File: src/rtl/network_pkg.sv
// Shared widths, defaults and batch FSM state type for the network result collector.
package network_pkg;

    localparam int NET_OUT_W     = 34;
    localparam int BATCH_LEN_DEF = 100;
    localparam int IDX_W         = 7;
    localparam int ENTRY_W       = NET_OUT_W + 1;

    typedef enum logic [1:0] {
        ST_IDLE    = 2'd0,
        ST_COLLECT = 2'd1,
        ST_DONE    = 2'd2
    } batch_state_e;

    function automatic logic classify(input logic signed [NET_OUT_W-1:0] value,
                                      input logic signed [NET_OUT_W-1:0] thr);
        return value >= thr;
    endfunction

endpackage

File: src/rtl/result_fifo.sv
// Result FIFO with first-word-fall-through head, sticky overflow and pop-assisted push when full.
module result_fifo #(
    parameter int DEPTH = 8,
    parameter int WIDTH = 35,
    localparam int AW   = $clog2(DEPTH)
) (
    input  logic             clk,
    input  logic             rst,
    input  logic             push,
    input  logic [WIDTH-1:0] push_data,
    input  logic             pop_ready,
    output logic [WIDTH-1:0] head_data,
    output logic             head_valid,
    output logic [AW:0]      count,
    output logic             overflow
);

    logic [WIDTH-1:0] mem_q [DEPTH];
    logic [AW-1:0]    wr_ptr_q, rd_ptr_q;
    logic [AW:0]      count_q;
    logic             overflow_q;
    logic             pop, full, push_ok;

    assign pop     = pop_ready && (count_q != '0);
    assign full    = (count_q == (AW+1)'(DEPTH));
    // A push into a full FIFO only lands if the head leaves on the same edge.
    assign push_ok = push && (!full || pop);

    always_ff @(posedge clk) begin
        if (!rst && push_ok) begin
            mem_q[wr_ptr_q] <= push_data;
        end
    end

    always_ff @(posedge clk) begin
        if (rst) begin
            wr_ptr_q   <= '0;
            rd_ptr_q   <= '0;
            count_q    <= '0;
            overflow_q <= 1'b0;
        end else begin
            if (push_ok) begin
                wr_ptr_q <= wr_ptr_q + AW'(1);
            end
            if (pop) begin
                rd_ptr_q <= rd_ptr_q + AW'(1);
            end
            if (push_ok && !pop) begin
                count_q <= count_q + (AW+1)'(1);
            end else if (pop && !push_ok) begin
                count_q <= count_q - (AW+1)'(1);
            end
            if (push && !push_ok) begin
                overflow_q <= 1'b1;
            end
        end
    end

    assign head_valid = (count_q != '0);
    assign head_data  = head_valid ? mem_q[rd_ptr_q] : '0;
    assign count      = count_q;
    assign overflow   = overflow_q;

endmodule

File: src/rtl/network_result_collector.sv
// Collects classified network results into a FIFO and tracks the per-batch maximum and its index.
module network_result_collector
    import network_pkg::*;
#(
    parameter int DEPTH     = 8,
    parameter int BATCH_LEN = BATCH_LEN_DEF
) (
    input  logic                        clk,
    input  logic                        rst,
    input  logic signed [NET_OUT_W-1:0] net_out,
    input  logic                        net_end,
    input  logic signed [NET_OUT_W-1:0] threshold,
    output logic signed [NET_OUT_W-1:0] res_value,
    output logic                        res_class,
    output logic                        res_valid,
    input  logic                        res_ready,
    output logic [$clog2(DEPTH):0]      fill_count,
    output logic                        overflow,
    output logic signed [NET_OUT_W-1:0] batch_max,
    output logic [IDX_W-1:0]            batch_max_idx,
    output logic                        batch_done
);

    localparam int CNT_W = $clog2(BATCH_LEN + 1);

    logic [ENTRY_W-1:0] push_data, head_data;

    assign push_data = {net_out, classify(net_out, threshold)};

    result_fifo #(
        .DEPTH (DEPTH),
        .WIDTH (ENTRY_W)
    ) u_fifo (
        .clk        (clk),
        .rst        (rst),
        .push       (net_end),
        .push_data  (push_data),
        .pop_ready  (res_ready),
        .head_data  (head_data),
        .head_valid (res_valid),
        .count      (fill_count),
        .overflow   (overflow)
    );

    assign res_value = head_data[ENTRY_W-1:1];
    assign res_class = head_data[0];

    batch_state_e                state_q, state_d;
    logic signed [NET_OUT_W-1:0] run_max_q, run_max_d;
    logic [IDX_W-1:0]            run_idx_q, run_idx_d;
    logic [CNT_W-1:0]            count_q, count_d;
    logic signed [NET_OUT_W-1:0] batch_max_q, batch_max_d;
    logic [IDX_W-1:0]            batch_idx_q, batch_idx_d;
    logic signed [NET_OUT_W-1:0] smp_max;
    logic [IDX_W-1:0]            smp_idx;
    logic [CNT_W-1:0]            smp_cnt;

    always_ff @(posedge clk) begin
        if (rst) begin
            state_q     <= ST_IDLE;
            run_max_q   <= '0;
            run_idx_q   <= '0;
            count_q     <= '0;
            batch_max_q <= '0;
            batch_idx_q <= '0;
        end else begin
            state_q     <= state_d;
            run_max_q   <= run_max_d;
            run_idx_q   <= run_idx_d;
            count_q     <= count_d;
            batch_max_q <= batch_max_d;
            batch_idx_q <= batch_idx_d;
        end
    end

    always_comb begin
        state_d     = state_q;
        run_max_d   = run_max_q;
        run_idx_d   = run_idx_q;
        count_d     = count_q;
        batch_max_d = batch_max_q;
        batch_idx_d = batch_idx_q;
        smp_max     = net_out;
        smp_idx     = '0;
        smp_cnt     = CNT_W'(1);

        // Running values including the current sample; IDLE and DONE both open a fresh batch.
        if (state_q == ST_COLLECT) begin
            smp_cnt = count_q + CNT_W'(1);
            smp_max = run_max_q;
            smp_idx = run_idx_q;
            if (net_out > run_max_q) begin
                smp_max = net_out;
                smp_idx = IDX_W'(count_q);
            end
        end

        if (state_q == ST_DONE) begin
            state_d = ST_IDLE;
        end

        if (net_end) begin
            run_max_d = smp_max;
            run_idx_d = smp_idx;
            count_d   = smp_cnt;
            if (smp_cnt == CNT_W'(BATCH_LEN)) begin
                state_d     = ST_DONE;
                batch_max_d = smp_max;
                batch_idx_d = smp_idx;
            end else begin
                state_d = ST_COLLECT;
            end
        end
    end

    assign batch_max     = batch_max_q;
    assign batch_max_idx = batch_idx_q;
    assign batch_done    = (state_q == ST_DONE);

endmodule

File: config.mk
export PLATFORM = sky130hd
export DESIGN_NAME = network_result_collector
export DESIGN_NICKNAME = d
export VERILOG_FILES = /design/src/rtl/network_pkg.sv /design/src/rtl/result_fifo.sv /design/src/rtl/network_result_collector.sv
export SDC_FILE = /design/constraint.sdc
export NUM_CORES = 1
export LEC_CHECK = 0
export ABC_AREA = 1
export CAP_MARGIN = 30
export CORE_ASPECT_RATIO = 0.6
export CORE_MARGIN = 2
export CORE_UTILIZATION = 58
export CTS_BUF_LIST = sky130_fd_sc_hd__clkbuf_4 sky130_fd_sc_hd__clkbuf_8 sky130_fd_sc_hd__clkbuf_16
export CTS_CLUSTER_SIZE = 16
export DETAILED_ROUTE_END_ITERATION = 16
export GPL_ROUTABILITY_DRIVEN = 1
export PLACE_DENSITY = 0.82
export RECOVER_POWER = 50
export SLEW_MARGIN = 10
export SYNTH_ARGS = -nofsm -noshare
export SYNTH_HDL_FRONTEND = slang
export SYNTH_SLANG_ARGS = --single-unit
File: constraint.sdc
create_clock -name clk -period 5.91 [get_ports clk]
set_clock_uncertainty 0.15 [all_clocks]
set_input_delay 1.182 -clock clk [delete_from_list [all_inputs] [get_ports clk]]
set_output_delay 1.182 -clock clk [all_outputs]
set_load 0.005 [all_outputs]
==> images/m1.png <==
Scale: 1.5 px per µm.
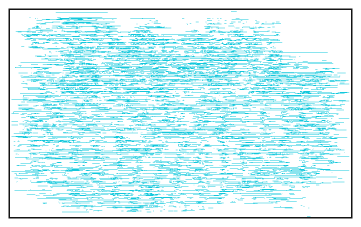
nets with wire on the layer = 1,953
main direction = horizontal

==> images/ff_map.png <==
Scale: 3 px per µm. Other sequential cells in the stronger gray, the rest of the logic in the fainter gray.
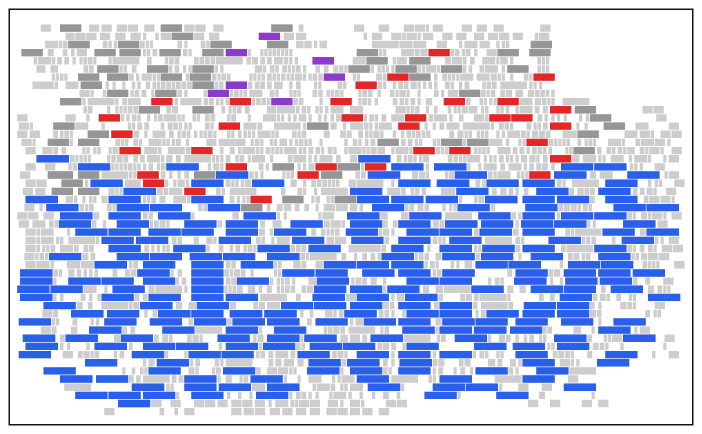
count_q -> purple  # sequential cells 7
run_max_q -> red  # sequential cells 34
u_fifo.mem_q -> blue  # sequential cells 280

==> GITHUB_STEP_SUMMARY <==
## Implementation flow summary

| Metric | Value |
|---|---|
| Worst slack at placement | 1.05 ns |
| Number of antenna violations at the first check in global routing | 2 |
| Gate power share | 28.3% |
| Max_cap viols | 1 |
| Cell area after technology mapping | 0.0174 mm² |
| Final Hold Slack | 0.303 ns |
| Most numerous cell types in the synthesized netlist | 280 x edfxtp_1, 280 x nand2_1, 257 x nor2_1 |
| Logic share of the area | 28.8% |
| Data required time of the worst path | 4.58 ns |
| Biggest fanout along the worst timing path | 74 |
| DR WL met3 | 4.39 mm |
| Detail-routed via count per cell | 5.86 |
| Area inside the core boundary | 0.0291 mm² |
| Total area of multi-input combinational cells | 0.00587 mm² |
| Post-synthesis average cell area | 9.73 µm² |
| Critical Path Start Type | flop |
| Sequential cell fraction of total power | 41.6% |
| Hold Path Depth | 2 |
| Fraction of layout cells with a size suffix above 1 | 6.18% |
| Pwr Total | 7.36 mW |
| Slew Limit Fails | 28 |
| Max reg flops | 280 |
| Total of plain and repair buffers excluding clock buffers | 202 |
| Power Combinational | 2.09 mW |
| Cell depth of the worst flop-to-flop path | 10 |
| Pin count of the biggest net entering global routing | 75 |
| Power per cell area | 361 mW/mm² |
| Largest logic family | simple AND/OR/NAND/NOR gates |
| Cell type of the slowest stage on the worst timing path | buf_4 |
| Unrepaired setup endpoints after global routing | false |
| Buffer and inverter count on the worst path | 2 |
| Synth Area in XOR/XNOR | 0.101% |
| Yosys Instances | 1,783 |
| Final core area utilization | 70.2% |
| TritonCTS clock tree | yes |
| Worst-Skew Late Latency | 0.54 ns |
| Clock input transition at the sequential cells of the worst setup and hold paths | 0.07 ns |
| Maximum clock frequency | 211 MHz |
| Area share of and/or/nand/nor cells after synthesis | 16.4% |
| Iteration tally of the first detailed-router pass | 6 |
| Failing checks | capacitance limit, slew limit |
| Number of flip-flops and latches | 385 |
| Total number of vias | 13,800 |
| Ranking of synthesized cells by area | edfxtp_1 48%, dfxtp_1 12%, nand2_1 6.1%, o21ai_0 5.9%, nor2_1 5.6% |
| Routability Congestion | 0.883 |
| Area Overhead vs Synth | 17.6% |
| Met2 Routed Length | 21.4 mm |
| Number of well taps | 400 |
| DRC marker count from the first detailed-route iteration | 1,694 |
| Endpoints failing setup | 0 |
| Top logic cells by instance count in the layout | 280 x nand2_1, 280 x edfxtp_1, 253 x nor2_1 |
| Highest Signal Layer | met5 |
| Wire per inst | 19.6 µm |
| Remaining max-slew budget at the tightest pin | -0.267% |
| Status | finished with violations |
| Overall die width | 227 µm |
| #FFs+latches synth | 385 |
| H-tree levels | 2 |
| Logic depth of the worst path, buffers included | 6 |
| Total wirelength of the detailed-routed design | 46.1 mm |
| Maximum root-to-sink buffer count | 3 |
| Worst Path Class, Setup | reg -> out |
| Yosys warns | 0 |
| # placed instances | 2,295 |
| Endpoint arrival time on the critical path | 3.41 ns |
| Area fraction in compound gates | 11.6% |
| Final Critical Period | 4.74 ns |
| Layout clock buffer count | 42 |
| Site row count | 48 |
| CP most frequent cell | o21ai_0 |
| Instance area after placement | 0.0194 mm² |
| TNS Setup | 0 ns |
==> images/gates.png <==
Scale: 1.5 px per µm.
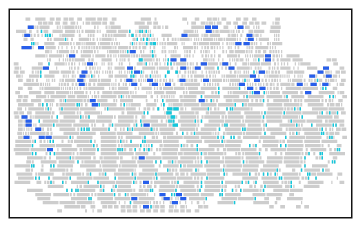
nor cells -> cyan  # cells 273
fa/ha/maj cells -> blue  # cells 75, where widely spread

Power figures rest on the tool's default switching activity, not on a simulated workload.
